Fig. 1: run 1, signal wires on met1
Supply wires on this layer in grey.
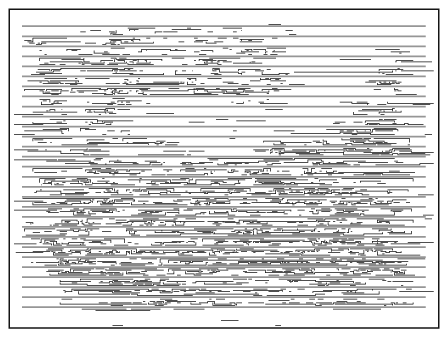
Fig. 2: run 1, met2 routing
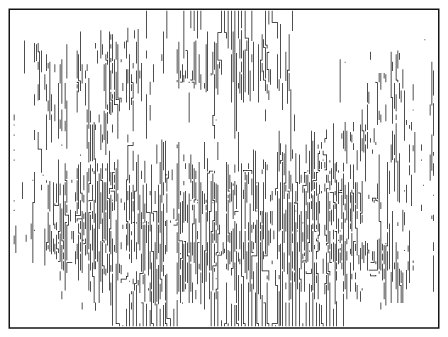
Fig. 3: run 1, M3 wires
Scale bar: 20 microns.
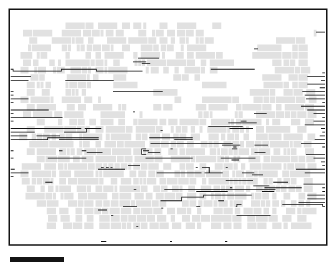
<file path="src/rtl/instr_encoder.sv">
// RV32I field-to-word encoder: range-checks the immediate, packs the instruction
// and presents it on a one-deep output stage with a running byte address.
//
// state | meaning
// EMPTY | no word held, out_valid low
// FULL  | encoded word held on out_instr/out_addr, waiting for out_ready
module instr_encoder #(
    parameter int          ADDR_WIDTH = 8,
    parameter int unsigned BASE_ADDR  = 0
) (
    input  logic                  clk,
    input  logic                  rst,
    input  logic                  in_valid,
    output logic                  in_ready,
    input  logic [2:0]            fmt,
    input  logic [6:0]            opcode,
    input  logic [4:0]            rd,
    input  logic [4:0]            rs1,
    input  logic [4:0]            rs2,
    input  logic [2:0]            funct3,
    input  logic [6:0]            funct7,
    input  logic [31:0]           imm,
    input  logic                  flush,
    output logic                  out_valid,
    input  logic                  out_ready,
    output logic [31:0]           out_instr,
    output logic [ADDR_WIDTH-1:0] out_addr,
    output logic                  err_pulse,
    output logic                  imm_err,
    output logic [15:0]           word_count
);

    localparam logic [ADDR_WIDTH-1:0] BASE = BASE_ADDR[ADDR_WIDTH-1:0];

    typedef enum logic {
        EMPTY = 1'b0,
        FULL  = 1'b1
    } state_t;

    state_t      state;
    state_t      state_nxt;
    logic        accept;
    logic        drain;
    logic        legal;
    logic [31:0] packed_word;

    always_comb begin
        legal       = 1'b0;
        packed_word = '0;
        case (fmt)
            3'd0: begin
                packed_word = {funct7, rs2, rs1, funct3, rd, opcode};
                legal       = 1'b1;
            end
            3'd1: begin
                packed_word = {imm[11:0], rs1, funct3, rd, opcode};
                legal       = (&imm[31:11]) || !(|imm[31:11]);
            end
            3'd2: begin
                packed_word = {imm[11:5], rs2, rs1, funct3, imm[4:0], opcode};
                legal       = (&imm[31:11]) || !(|imm[31:11]);
            end
            3'd3: begin
                packed_word = {imm[12], imm[10:5], rs2, rs1, funct3, imm[4:1], imm[11], opcode};
                legal       = ((&imm[31:12]) || !(|imm[31:12])) && !imm[0];
            end
            3'd4: begin
                packed_word = {imm[31:12], rd, opcode};
                legal       = !(|imm[11:0]);
            end
            3'd5: begin
                packed_word = {imm[20], imm[10:1], imm[11], imm[19:12], rd, opcode};
                legal       = ((&imm[31:20]) || !(|imm[31:20])) && !imm[0];
            end
            default: begin
                packed_word = '0;
                legal       = 1'b0;
            end
        endcase
    end

    always_ff @(posedge clk) begin
        if (rst) begin
            state <= EMPTY;
        end else begin
            state <= state_nxt;
        end
    end

    // A legal accept wins over a same-cycle drain so the stage refills with no bubble.
    always_comb begin
        state_nxt = state;
        if (flush) begin
            state_nxt = EMPTY;
        end else if (accept && legal) begin
            state_nxt = FULL;
        end else if (drain) begin
            state_nxt = EMPTY;
        end
    end

    always_comb begin
        out_valid = (state == FULL);
        in_ready  = !flush && ((state == EMPTY) || out_ready);
    end

    assign accept = in_valid && in_ready;
    assign drain  = out_valid && out_ready;

    always_ff @(posedge clk) begin
        if (rst) begin
            out_instr  <= '0;
            out_addr   <= BASE;
            err_pulse  <= 1'b0;
            imm_err    <= 1'b0;
            word_count <= '0;
        end else begin
            err_pulse <= accept && !legal;
            if (accept && !legal) begin
                imm_err <= 1'b1;
            end
            if (accept && legal) begin
                out_instr <= packed_word;
            end
            // Flush discards any drain in the same cycle.
            if (flush) begin
                out_addr   <= BASE;
                word_count <= '0;
            end else if (drain) begin
                out_addr <= out_addr + ADDR_WIDTH'(4);
                if (word_count != 16'hFFFF) begin
                    word_count <= word_count + 16'd1;
                end
            end
        end
    end

endmodule

</file>
<file path="config.mk">
export PLATFORM = sky130hd
export DESIGN_NAME = instr_encoder
export DESIGN_NICKNAME = d
export VERILOG_FILES = /design/src/rtl/instr_encoder.sv
export SDC_FILE = /design/constraint.sdc
export NUM_CORES = 1
export LEC_CHECK = 0
export CAP_MARGIN = 20
export CORE_AREA = 3 3 113 83
export CTS_CLUSTER_SIZE = 28
export DETAILED_ROUTE_END_ITERATION = 8
export DIE_AREA = 0 0 116 86
export PLACE_DENSITY = 0.88
export RECOVER_POWER = 25
export SETUP_SLACK_MARGIN = 0.5
export SKIP_LAST_GASP = 1
export SYNTH_ARGS = -nofsm -noshare
export SYNTH_HDL_FRONTEND = slang
export SYNTH_SLANG_ARGS = --single-unit
</file>
<file path="constraint.sdc">
create_clock -name clk -period 2.5 [get_ports clk]
set_clock_uncertainty 0.15 [all_clocks]
set_input_delay 0.625 -clock clk [delete_from_list [all_inputs] [get_ports clk]]
set_output_delay 0.625 -clock clk [all_outputs]
set_load 0.01 [all_outputs]
</file>
==> results.toml, run 1 <==
# implementation run metrics
[status]
outcome = "complete, no violations"

[timing]
setup_violations = 0
fin_crit_sh_pct = 91.4
grt_setup_unrepaired = "true"
whs_ns = 0.313
period_needed_ns = 2.29
fmax_mhz = 438
setup_tns_ns = 0

[power_and_ir_drop]
p_seq_share_pct = 33.9
swShare_pct = 23.9
pg_seq_mw = 0.942
clk-power_mw = 1.37
power-top-group = "the clock network"
p_leak_nw = 2.35
share_comb_of_total_power_pct = 16.8
peakVddDrop_v = 0.000456
pg_comb_mw = 0.466
p_total_mw = 2.78
p_sw_mw = 0.663

[drt]
met1Wirelength_mm = 5.62
vias_per_cell = 5.77
drt_iter0_markers = 243
drc = 0
dr.pass1.iters = 5
vias = 4077
dr_wl_met3_microns = 834
routed_wl_mm = 12.8
dr_wl_met2_mm = 6.09
routedWlPerCell_microns = 18.1

[synthesis]
ff_type = "dfxtp_1"
top_area_cell = "dfxtp_1"
ys_cells = 416
edf_count = 0
synth_warnings = 0
synthAdderAreaFrac_pct = 0.753
synthCells = 416
yosys-stat-area_sq_mm = 0.00332
numSynthFlops = 57
most_common_cell = "dfxtp_1"
aoi_share_pct = 21.7
top_logic_kind = "simple AND/OR/NAND/NOR gates"
area_leaders = "dfxtp_1 34%, mux2i_1 6.9%, nor2_1 4.9%, a22oi_1 4.7%, a31oi_1 4.5%"

[final_layout]
area_delta_synth_final_pct = 74.0
nFillCells = 650
logic_area_sq_mm = 0.00236
seqCellArea_sq_mm = 0.00114
drive_gt1_share_pct = 28.1
fin_nets = 671
antenna_cells = 0
stdcell_count = 707
utilization_pct = 69.4

[critical_path]
cpMostUsedCell = "buf_4"
r2r-start = "out_valid"
reg2reg_slack_ns = 0.56
crit_path_max_fanout = 4
reg2regPathDepth = 9
r2r-end = "out_instr[12]"
cp-start-kind = "input port"
max_stage_delay_ns = 0.55

[cts]
worstSkewPairLatency_ns = 0.32
hold_buffers = 0
cts_resized = 172
cts_made_buffers = 9
root_buffer = "clkbuf_16"
cts_tree = "yes"
clock_path_buffers = 2
cts_setup_buffers = 5
htreeDepth = 3

[floorplan]
fp.dieH_microns = 86
fp.dieW_microns = 116
fp-row-count = 28
die_area_sq_mm = 0.00998
coreArea_sq_mm = 0.00834

[hold_path]
hold_depth = 2
min_delay_worst_endpoint = "out_instr[25]"
hp-start = "out_instr[25]"
hold_path_class = "flop to flop"

[grt]
grt_pass1_wl_mm = 19.3
grt_use_total_pct = 24.3
grt-ovfl-total = 0
use_met3_pct = 5.43
grt_pass1_vias = 3901
grt-busiest-layer = "met2"
grt_max_degree = 42

[run]
tool_warnings = 29
maxCapViolations = 0

[placed_design]
gp_congestion = 0.992
portBuffers = 129
numPlacedInstances = 685
About Fig. 1:
nets with wire on the layer = 614
longest straight run = 46.9 microns
share of all routed wire = 44%
wire length on this layer = 5,620 microns
main direction = horizontal

About Fig. 2:
main direction = vertical
longest straight run = 34.6 microns
nets with wire on the layer = 611
wire length on this layer = 6,090 microns

About Fig. 3:
nets with wire on the layer = 100
main direction = horizontal
longest straight run = 40.5 microns
wire length on this layer = 835 microns

==> run 1: flip-flops by register name, indices dropped and copies added (netlist names) <==
| signal | flops |
|---|---|
| out_instr | 32 |
| word_count | 16 |
| out_addr | 6 |
| err_pulse | 1 |
| imm_err | 1 |
| out_valid | 1 |
==> run 1: through the flow <==
step                cell area, sq um  setup slack, ns
floorplan                       3340           0.0429
global placement                5130           -0.421
detailed placement              5130           -0.505
CTS                             5600            0.237
global route                    5780            0.144
finish                          5780            0.215
==> run 1: final cells by class <==
| class | instances | share of cell area, % |
|---|---|---|
| multi-input cells | 318 | 40.9 |
| repair buffers | 203 | 30.7 |
| flip-flops and latches | 57 | 19.7 |
| clock buffers | 12 | 4.61 |
| well taps | 105 | 2.27 |
| clock inverters | 4 | 1.28 |
| inverters | 8 | 0.519 |
==> run 1: cells in the final DEF (no fill, tap or decap), drive strengths merged, types with 14 or more instances in the layout <==
cell	n
a21oi	25
a22oi	22
a31oi	24
buf	85
clkbuf	23
clkdlybuf4s50	39
dfxtp	57
dlygate4sd2	53
mux2i	23
nand2	22
nand2b	14
nand3	16
nor2	44
nor4	19
o21ai	16
xor2	16
==> run 1: worst max-delay path by stage <==
stage,slack [ns],startpoint,to
3_3_place_gp,-0.42,imm[15],out_instr[25]
4_1_cts,0.24,imm[16],out_instr[5]
5_1_grt,0.14,imm[15],out_instr[9]
3_5_place_dp,-0.51,imm[15],out_instr[25]
6_report,0.21,imm[15],out_instr[8]
2_1_floorplan,0.04,imm[15],out_instr[0]
==> run 1: worst max-delay path: cells and delay by family <==
family | cells | cell delay, ns
AOI/OAI and AO/OA | 4 | 0.50
buffers and inverters | 3 | 0.42
and+or+nand+nor | 2 | 0.82
Fig. 4: run 1, clock wiring as the flow saved it
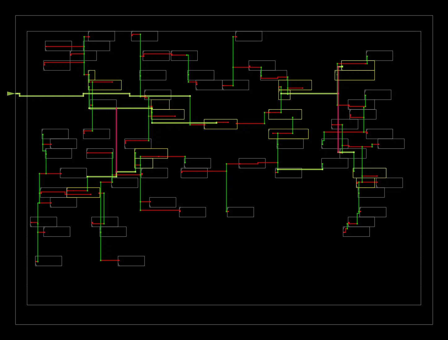

## Run 2: what changed since run 1
--- a/config.mk
+++ b/config.mk
@@ -10,7 +10,7 @@
 export CTS_CLUSTER_SIZE = 28
 export DETAILED_ROUTE_END_ITERATION = 8
 export DIE_AREA = 0 0 116 86
-export PLACE_DENSITY = 0.88
+export PLACE_DENSITY = 0.76
 export RECOVER_POWER = 25
 export SETUP_SLACK_MARGIN = 0.5
 export SKIP_LAST_GASP = 1
Fig. 5: run 2, clock wiring as the flow saved it
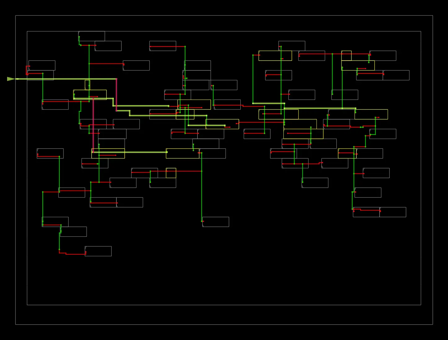
clkbuf count: 12
clk ins delay skew pair: 0.32 ns
TritonCTS Buffers: 9

Fig. 6: run 2, signal wires on met1
Supply wires on this layer in grey.
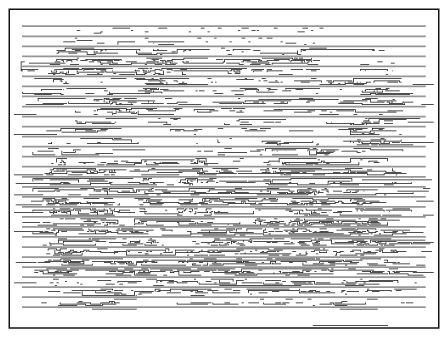
nets with wire on the layer = 618
main direction = horizontal
longest straight run = 42.3 microns
share of all routed wire = 44%

Fig. 7: run 2, M3 wires
Scale bar: 20 microns.
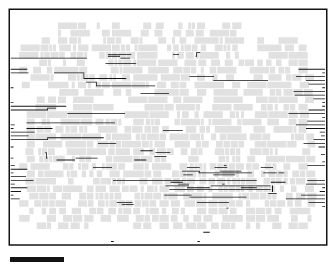
longest straight run = 52.4 microns
nets with wire on the layer = 100
wire length on this layer = 849 microns
share of all routed wire = 6.8%

==> results.toml, run 2 <==
# implementation run metrics
[power_and_ir_drop]
p_seq_share_pct = 34.3
power-top-group = "the clock network"
peakVddDrop_v = 0.000389
clk-power_mw = 1.33
pg_comb_mw = 0.470
p_total_mw = 2.75
swShare_pct = 23.8
pg_seq_mw = 0.944
p_sw_mw = 0.653
share_comb_of_total_power_pct = 17.1
p_leak_nw = 2.37

[final_layout]
utilization_pct = 69.9
final_cell_mix = "61 x buf_4, 55 x dfxtp_1, 51 x dlygate4sd2_1"
layout_top_cell = "buf_4"
area_delta_synth_final_pct = 75.4
drive_gt1_share_pct = 26.9
stdcell_count = 710
largest_register = "out_instr"
reg_top3 = "out_instr: 32 flops, word_count: 16 flops, out_addr: 6 flops"
stdcell_area_sq_mm = 0.00583
antenna_cells = 0
largest_register_ffs = 32

[timing]
hold_viol_final = 0
whs_ns = 0.318
setup_tns_ns = 0
setup_violations = 0
fin_crit_sh_pct = 90.0
period_needed_ns = 2.25
worst_pin_slew_ns = 1.23
grt_setup_unrepaired = "true"
fmax_mhz = 444
setup_ws_ns = 0.250

[grt]
grt_pass1_wl_mm = 19.1
grt-ovfl-total = 0
grt_pass1_vias = 3781
grt_use_total_pct = 24.0
grt_max_degree = 42

[placed_design]
numPlacedInstances = 687
portBuffers = 129
placedInstanceArea_sq_mm = 0.00520
gp_congestion = 0.897
pre_cts_ws_ns = -0.515

[synthesis]
edf_count = 0
synthCells = 416
most_common_cell = "dfxtp_1"
top_area_cell = "dfxtp_1"
ff_type = "dfxtp_1"
ys_cells = 416
numSynthFlops = 57
yosys-stat-area_sq_mm = 0.00332
area_leaders = "dfxtp_1 34%, mux2i_1 6.9%, nor2_1 4.9%, a22oi_1 4.7%, a31oi_1 4.5%"
syn_area_sq_mm = 0.00332
synth_warnings = 0

[hold_path]
hp-start = "out_instr[23]"
hold_path_class = "flop to flop"

[floorplan]
die_area_sq_mm = 0.00998
fp.dieW_microns = 116
coreArea_sq_mm = 0.00834
fp.dieH_microns = 86
fp-row-count = 28

[run]
tool_warnings = 29
maxCapViolations = 0

[drt]
routedWlPerCell_microns = 17.5
drt_iter0_markers = 263
routed_wl_mm = 12.4
drc = 0
vias_per_cell = 5.62
dr.pass1.iters = 5

[critical_path]
r2r-start = "out_valid"
crit_path_max_fanout = 11
critPathLaunch = "imm[15]"
cp-start-kind = "input port"

[cts]
htreeDepth = 3
hold_buffers = 0
clock_path_buffers = 2
cts_tree = "yes"

[status]
outcome = "complete, no violations"
-- run 2: area by class of cell --
| type | instances | area [sq um] |
|---|---|---|
| tap | 105 | 131 |
| sequential | 57 | 1140 |
| clock buffer | 12 | 256 |
| inverter | 8 | 30.0 |
| timing repair buffer | 206 | 1860 |
| multi-input combinational | 318 | 2340 |
| fill | 689 | 2510 |
| clock inverter | 4 | 75.1 |
-- run 2: kinds of logic (layout without fill, tap and decap cells) --
group | count (synthesis) | in the layout | share of synthesized area [%]
compound gates | 110 | 110 | 21.7
xor+xnor | 20 | 20 | 5.27
fa+ha+maj | 2 | 2 | 0.753
buf+inv | 42 | 230 | 5.42
flops | 57 | 57 | 34.3
mux | 25 | 25 | 7.60
other cells | 1 | 2 | 0.113
simple gates | 159 | 159 | 24.8
-- run 2: worst paths after layout --
check	endpoint	slack (ns)	cells after the start
worst max-delay path	out_instr[14]	0.25	8
worst min-delay path	out_instr[23]	0.32	2
worst max register to register	out_instr[11]	0.52	10
worst min register to register	out_instr[23]	0.32	2
-- run 2: worst max-delay path, cell delays in order --
cell     delay, ns
buf_6         0.09
or4_4         0.53
o21ai_2       0.17
a22oi_2       0.11
or2_4         0.28
buf_6         0.17
a31oi_1       0.20
a21oi_1       0.10
-- run 2: routing by layer --
layer / share of wire [%] / track usage, % / up-vias / wire, microns
li1: - / - / 1913 / -
met1: 44 / 32.5 / 1901 / 5480
met2: 48 / 38.4 / 160 / 5980
met3: 6.8 / 5.78 / 14 / 849
met4: 0.93 / 6.32 / 0 / 116
met5: 0 / 0 / - / 0
-- run 2: what timing repair did --
| item | in CTS | in global routing |
|---|---|---|
| endpoints found under the setup margin | 84 | 44 |
| pin swaps | 24 | 23 |
| setup buffers | 2 | 4 |
| cloned | 1 | 0 |
| resized | 185 | 46 |
No activity file was given, so power comes from the tool's default toggle rates.
